Figure 1. Cells by drive strength.
The bar under the picture is 20 um long.
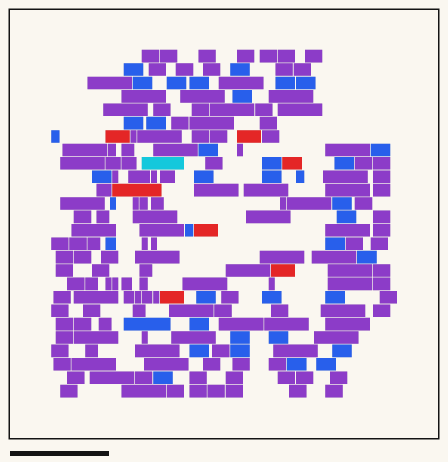
Figure 2. Clock nets.
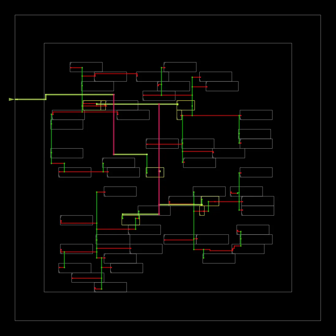
Figure 3. Zoomed window.
Window x 50 to 80, y 7 to 37 um. Cells in gray, sequential cells in the stronger gray; small squares are vias.
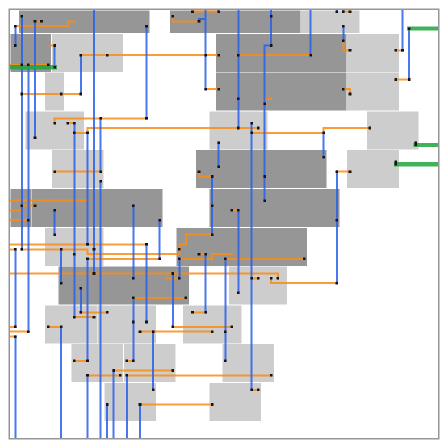
<file path="src/rtl/rom_ctrl_pkg.sv">
// Shared constants for the block-ROM read controller: FSM state encoding,
// default bus widths and the legal read-latency window.
package rom_ctrl_pkg;

   localparam int ADDR_W_DEF = 4;
   localparam int DATA_W_DEF = 16;

   localparam int RD_LAT_MIN = 1;
   localparam int RD_LAT_MAX = 3;

   // Wide enough to hold RD_LAT_MAX-1
   localparam int CNT_W = 2;

   localparam logic [1:0] IDLE = 2'd0;
   localparam logic [1:0] READ = 2'd1;
   localparam logic [1:0] WAIT = 2'd2;

   // Counter preload for the WAIT phase; an out-of-range latency is clamped
   // into the supported window so the counter can never wrap.
   function automatic logic [CNT_W-1:0] wait_load(input int rd_lat);
      int lat_c;
      if (rd_lat < RD_LAT_MIN) begin
         lat_c = RD_LAT_MIN;
      end else if (rd_lat > RD_LAT_MAX) begin
         lat_c = RD_LAT_MAX;
      end else begin
         lat_c = rd_lat;
      end
      return CNT_W'(lat_c - 1);
   endfunction

endpackage

</file>
<file path="src/rtl/rom_read_arbiter_rr_arb2.sv">
// Combinational two-way round-robin pick. A lone requester always wins;
// on a tie the requester that was not granted last wins.
module rr_arb2 (
   input  logic [1:0] req,
   input  logic       last_grant,
   output logic       grant,
   output logic       any_req
);

   // select the winner index from the request pair and the previous grant
   always_comb begin
      any_req = |req;
      case (req)
         2'b01:   grant = 1'b0;
         2'b10:   grant = 1'b1;
         2'b11:   grant = ~last_grant;
         default: grant = 1'b0;
      endcase
   end

endmodule

</file>
<file path="src/rtl/rom_read_arbiter.sv">
// Two-client arbiter and read sequencer in front of the 16x16 block ROM.
// One read is in flight at a time: IDLE grants, READ pulses the ROM enable
// for a single cycle, WAIT covers the ROM's registered latency and then
// hands the word back to the owning client with a one-cycle valid strobe.
module rom_read_arbiter
   import rom_ctrl_pkg::*;
#(
   parameter int ADDR_W = ADDR_W_DEF,
   parameter int DATA_W = DATA_W_DEF,
   parameter int RD_LAT = 1
) (
   input  logic              clk,
   input  logic              rst_n,
   input  logic              req0,
   input  logic              req1,
   input  logic [ADDR_W-1:0] addr0,
   input  logic [ADDR_W-1:0] addr1,
   output logic              ack0,
   output logic              ack1,
   output logic [DATA_W-1:0] rdata0,
   output logic [DATA_W-1:0] rdata1,
   output logic              rvalid0,
   output logic              rvalid1,
   output logic              rom_en,
   output logic [ADDR_W-1:0] rom_addr,
   input  logic [DATA_W-1:0] rom_dout,
   output logic              busy
);

   localparam logic [CNT_W-1:0] WAIT_LOAD = wait_load(RD_LAT);

   logic [1:0]        state_r;
   logic [CNT_W-1:0]  wait_cnt_r;
   logic              owner_r;
   logic              last_grant_r;
   logic [ADDR_W-1:0] addr_q_r;

   logic [1:0]        req_s;
   logic              grant_s;
   logic              any_req_s;
   logic              start_s;
   logic              done_s;

   assign req_s    = {req1, req0};
   assign rom_addr = addr_q_r;

   rr_arb2 u_arb (
      .req        (req_s),
      .last_grant (last_grant_r),
      .grant      (grant_s),
      .any_req    (any_req_s)
   );

   // decode the two transaction events: a grant out of IDLE, completion of WAIT
   always_comb begin
      start_s = 1'b0;
      done_s  = 1'b0;
      case (state_r)
         IDLE: begin
            start_s = any_req_s;
         end
         WAIT: begin
            done_s = (wait_cnt_r == {CNT_W{1'b0}});
         end
         default: begin
            start_s = 1'b0;
            done_s  = 1'b0;
         end
      endcase
   end

   // sequencer state, latency counter and busy flag
   always_ff @(posedge clk or negedge rst_n) begin
      if (!rst_n) begin
         state_r    <= IDLE;
         wait_cnt_r <= {CNT_W{1'b0}};
         busy       <= 1'b0;
      end else begin
         case (state_r)
            IDLE: begin
               if (start_s) begin
                  state_r <= READ;
                  busy    <= 1'b1;
               end
            end
            READ: begin
               state_r    <= WAIT;
               wait_cnt_r <= WAIT_LOAD;
            end
            WAIT: begin
               if (done_s) begin
                  state_r <= IDLE;
                  busy    <= 1'b0;
               end else begin
                  wait_cnt_r <= wait_cnt_r - CNT_W'(1);
               end
            end
            default: begin
               state_r <= IDLE;
               busy    <= 1'b0;
            end
         endcase
      end
   end

   // capture the winner, its address and round-robin history; pulse ack and rom_en
   always_ff @(posedge clk or negedge rst_n) begin
      if (!rst_n) begin
         owner_r      <= 1'b0;
         last_grant_r <= 1'b1;
         addr_q_r     <= {ADDR_W{1'b0}};
         ack0         <= 1'b0;
         ack1         <= 1'b0;
         rom_en       <= 1'b0;
      end else begin
         ack0   <= start_s & ~grant_s;
         ack1   <= start_s & grant_s;
         rom_en <= start_s;
         if (start_s) begin
            owner_r      <= grant_s;
            last_grant_r <= grant_s;
            addr_q_r     <= grant_s ? addr1 : addr0;
         end
      end
   end

   // return the ROM word to the owning client only; the other client's data holds
   always_ff @(posedge clk or negedge rst_n) begin
      if (!rst_n) begin
         rdata0  <= {DATA_W{1'b0}};
         rdata1  <= {DATA_W{1'b0}};
         rvalid0 <= 1'b0;
         rvalid1 <= 1'b0;
      end else begin
         rvalid0 <= done_s & ~owner_r;
         rvalid1 <= done_s & owner_r;
         if (done_s & ~owner_r) begin
            rdata0 <= rom_dout;
         end
         if (done_s & owner_r) begin
            rdata1 <= rom_dout;
         end
      end
   end

endmodule

</file>
<file path="config.mk">
export PLATFORM = sky130hd
export DESIGN_NAME = rom_read_arbiter
export DESIGN_NICKNAME = d
export VERILOG_FILES = /design/src/rtl/rom_ctrl_pkg.sv /design/src/rtl/rom_read_arbiter_rr_arb2.sv /design/src/rtl/rom_read_arbiter.sv
export SDC_FILE = /design/constraint.sdc
export NUM_CORES = 1
export LEC_CHECK = 0
export CELL_PAD_IN_SITES_DETAIL_PLACEMENT = 0
export CELL_PAD_IN_SITES_GLOBAL_PLACEMENT = 1
export CORE_MARGIN = 8
export CORE_UTILIZATION = 37
export DETAILED_ROUTE_END_ITERATION = 7
export GPL_TIMING_DRIVEN = 0
export PLACE_DENSITY = 0.91
export SLEW_MARGIN = 20
export SYNTH_ARGS = -nofsm -noshare
export SYNTH_HDL_FRONTEND = slang
export SYNTH_SLANG_ARGS = --single-unit
</file>
<file path="constraint.sdc">
create_clock -name clk -period 2.79 [get_ports clk]
set_input_delay 0.558 -clock clk [delete_from_list [all_inputs] [get_ports clk]]
set_output_delay 0.558 -clock clk [all_outputs]
set_load 0.01 [all_outputs]
</file>
==> impl_metrics.tcl <==
# metrics dict for downstream scripts
set metrics [dict create \
    outcome "completed" \
    comb-cell-share 0.2210 \
    power.share.sequential 0.396 \
    async_reset_ff_frac 1.000 \
    maxSlewHeadroom 0.5928 \
    path_delay_family "simple AND/OR/NAND/NOR gates" \
    yosys_warnings 0 \
    highest_layer "met4" \
    detailedPlace.worstSlack_ns 0.7923 \
    reg2reg_slack_ns 0.83 \
    met2_length_um 2027 \
    ys.flops 48 \
    htree_levels 2 \
    common_cells "47 x dfrtp_1, 33 x mux2_2, 5 x inv_1" \
    cp_max_fo 10 \
    min_path_type "input port to asynchronous set/reset pin" \
    worstMarginPinSlew_ns 0.6082 \
    synth_adder_area_share 0.006729 \
    holdBufCountCts 0 \
    yosys-stat-cells 122 \
    crit_type "flip-flop to flip-flop" \
    rsz0062_at_grt "false" \
    cts_tree "done" \
    coreArea_um2 4977 \
    fin_util 0.5505 \
    met3_usage 0.05000 \
    wl_um 3910 \
    grt_pass1_wl_um 6893 \
    crit_start "wait_cnt_r[0]" \
    synth-edff-count 0 \
    r2r-end "rdata0[9]" \
    place.gp.congestion 0.7252 \
    final_common_cell "clkdlybuf4s50_1" \
    die_x_um 86.89 \
    largest_cell_class "registers" \
    p_leak_nw 1.171 \
    maxPowerGroup "combinational logic" \
    cp.buffers_inverters 2 \
    insertion_delay_ns 0.29 \
    ys_top_logic_family "multiplexers" \
    n_antenna_cell 0 \
    synthTopCellsByArea "dfrtp_1 63%, mux2_2 20%, a221o_1 2.2%, o21a_1 1.6%, dfstp_2 1.4%" \
    initialDrtViolationCount 30 \
    layout_top_cells "68 x clkdlybuf4s50_1, 47 x dfrtp_1, 33 x mux2_2" \
    antenna_found_initial 0 \
    logic_area_um2 605.6 \
    fin_skew_ns 0.004214 \
    m1WireLength_um 1535 \
    cpPeakStageDelay_ns 0.55 \
    grt_remaining_overflow 0 \
    post-dp-hpwl_um 3076 \
    syn-mean-instance-area_um2 15.24 \
    clock.fmax_ghz 0.5095 \
    worstRegToRegCells 5 \
    internal_power_mw 2.108 \
    flop_cell "dfrtp_1" \
    clockBufferDepth 2 \
    clk_share 0.02922 \
    cp-start-kind "flip-flop" \
    drtAntennaViolNets 0 \
    pg_comb_mw 1.44 \
    setup_slack_ns 0.8275 \
    syn_nets 151 \
    layout.nets 228 \
    drive_above_1_share 0.2350 \
    cts_setup_buffers 0 \
    use_met2 0.1978 \
    tool_warnings 26 \
    stdcell_count 270 \
    grt_pass1_vias 1372 \
    use_met1 0.1310 \
    io_buffer_count 69 \
    logic_gates 63 \
    grt_max_degree 26 \
    top_cell "dfrtp_1" \
    top_cell_area_share 0.6326 \
    chipArea_um2 7549 \
    peakVddDrop_v 0.0004787 \
    ios 70 \
    min_period_ns 1.963 \
    top_usage_layer "met2" \
    dpl_cell_area_um2 2660 \
    initCoreUtil 0.3736 \
    first_pass_iters 4 \
    wl_per_cell_um 14.48 \
    cp_cell_sequence "inv_1 > ha_1 > nor4b_4 > buf_6 > mux2_2" \
    drt_drc_violations_left 0 \
    end_kind "flip-flop" \
    cp.depth 5 \
    root_buffer "clkbuf_8" \
    place_inst 262 \
    seq_share 0.4388 \
    synthCells 122 \
    pwr-share-comb 0.477 \
    flop_area_um2 1202 \
    slew_violations 0 \
    cts_sinks 48 \
    yosys.area_share.aoi 0.07201 \
    routed-wl-met3_um 299 \
    crit_end "rdata0[9]" \
    yosys.stat.seqShare 0.6467 \
    ys_types 25 \
    cts_resized 0 \
    flops 48 \
    rows 26 \
    nClkBuffers 8 \
    finalSetupViolations 0 \
    num_tap_cells 70 \
    num_vias 1247 \
    nNonClkInverters 6 \
    power_switching_mw 0.9049 \
    crit_arrival_ns 2.14 \
    worst_ep_required_time_ns 2.97 \
    syn_area_um2 1859 \
    cp_slowest_cell "nor4b_4" \
    powerSeq_mw 1.19 \
    grt_use_total 0.1171 \
    finalHoldViolations 0 \
    largest_area_cell "dfrtp_1" \
    yosys_area_um2 1859 \
    swShare 0.3003 \
    nFillCells 426 \
    xor_area_frac 0 \
    fp.dieH_um 86.89 \
    nonClkBufAreaFrac 0.2708 \
    clkPwrFrac 0.126 \
    whs_ns 0.2642 \
    clkTransAtPathRegs_ns 0.08 \
    cap_violations 0 \
    power_mw 3.013 \
    powerDensity_nw_per_um2 1100 \
    ys_sh_mux 0.1999 \
    reg2reg_from "wait_cnt_r[0]" \
    fin_tns_setup_ns 0 \
]
Notes on Figure 1 above:
legend:
  cyan:
    size: x3 and x4
    cells: 1
    share: 0.50%
  purple:
    size: x1 and smaller
    cells: 153
    share: 77%
  blue:
    size: x2
    cells: 39
    share: 20%
  red:
    size: x6 and larger
    cells: 7
    share: 3.5%
Area Growth Syn to Fin: 47.38%
fin area: 2740 um^2
Buffers, non-clock: 75

Notes on Figure 2 above:
CTS Buf Count: 5
clock-net power: 0.381 mW

Notes on Figure 3 above:
legend:
  orange:
    layer: M1
  blue:
    layer: M2
  green:
    layer: M3
sequential cells in the window: 9
most frequent: clkdlybuf4s50_1 (11), dfrtp_1 (9), mux2_2 (7)
cells with their middle in the window: 29
netlist names of flops here include: rdata0 (4), rdata1 (4)

Power is estimated from default activity; no workload was simulated.
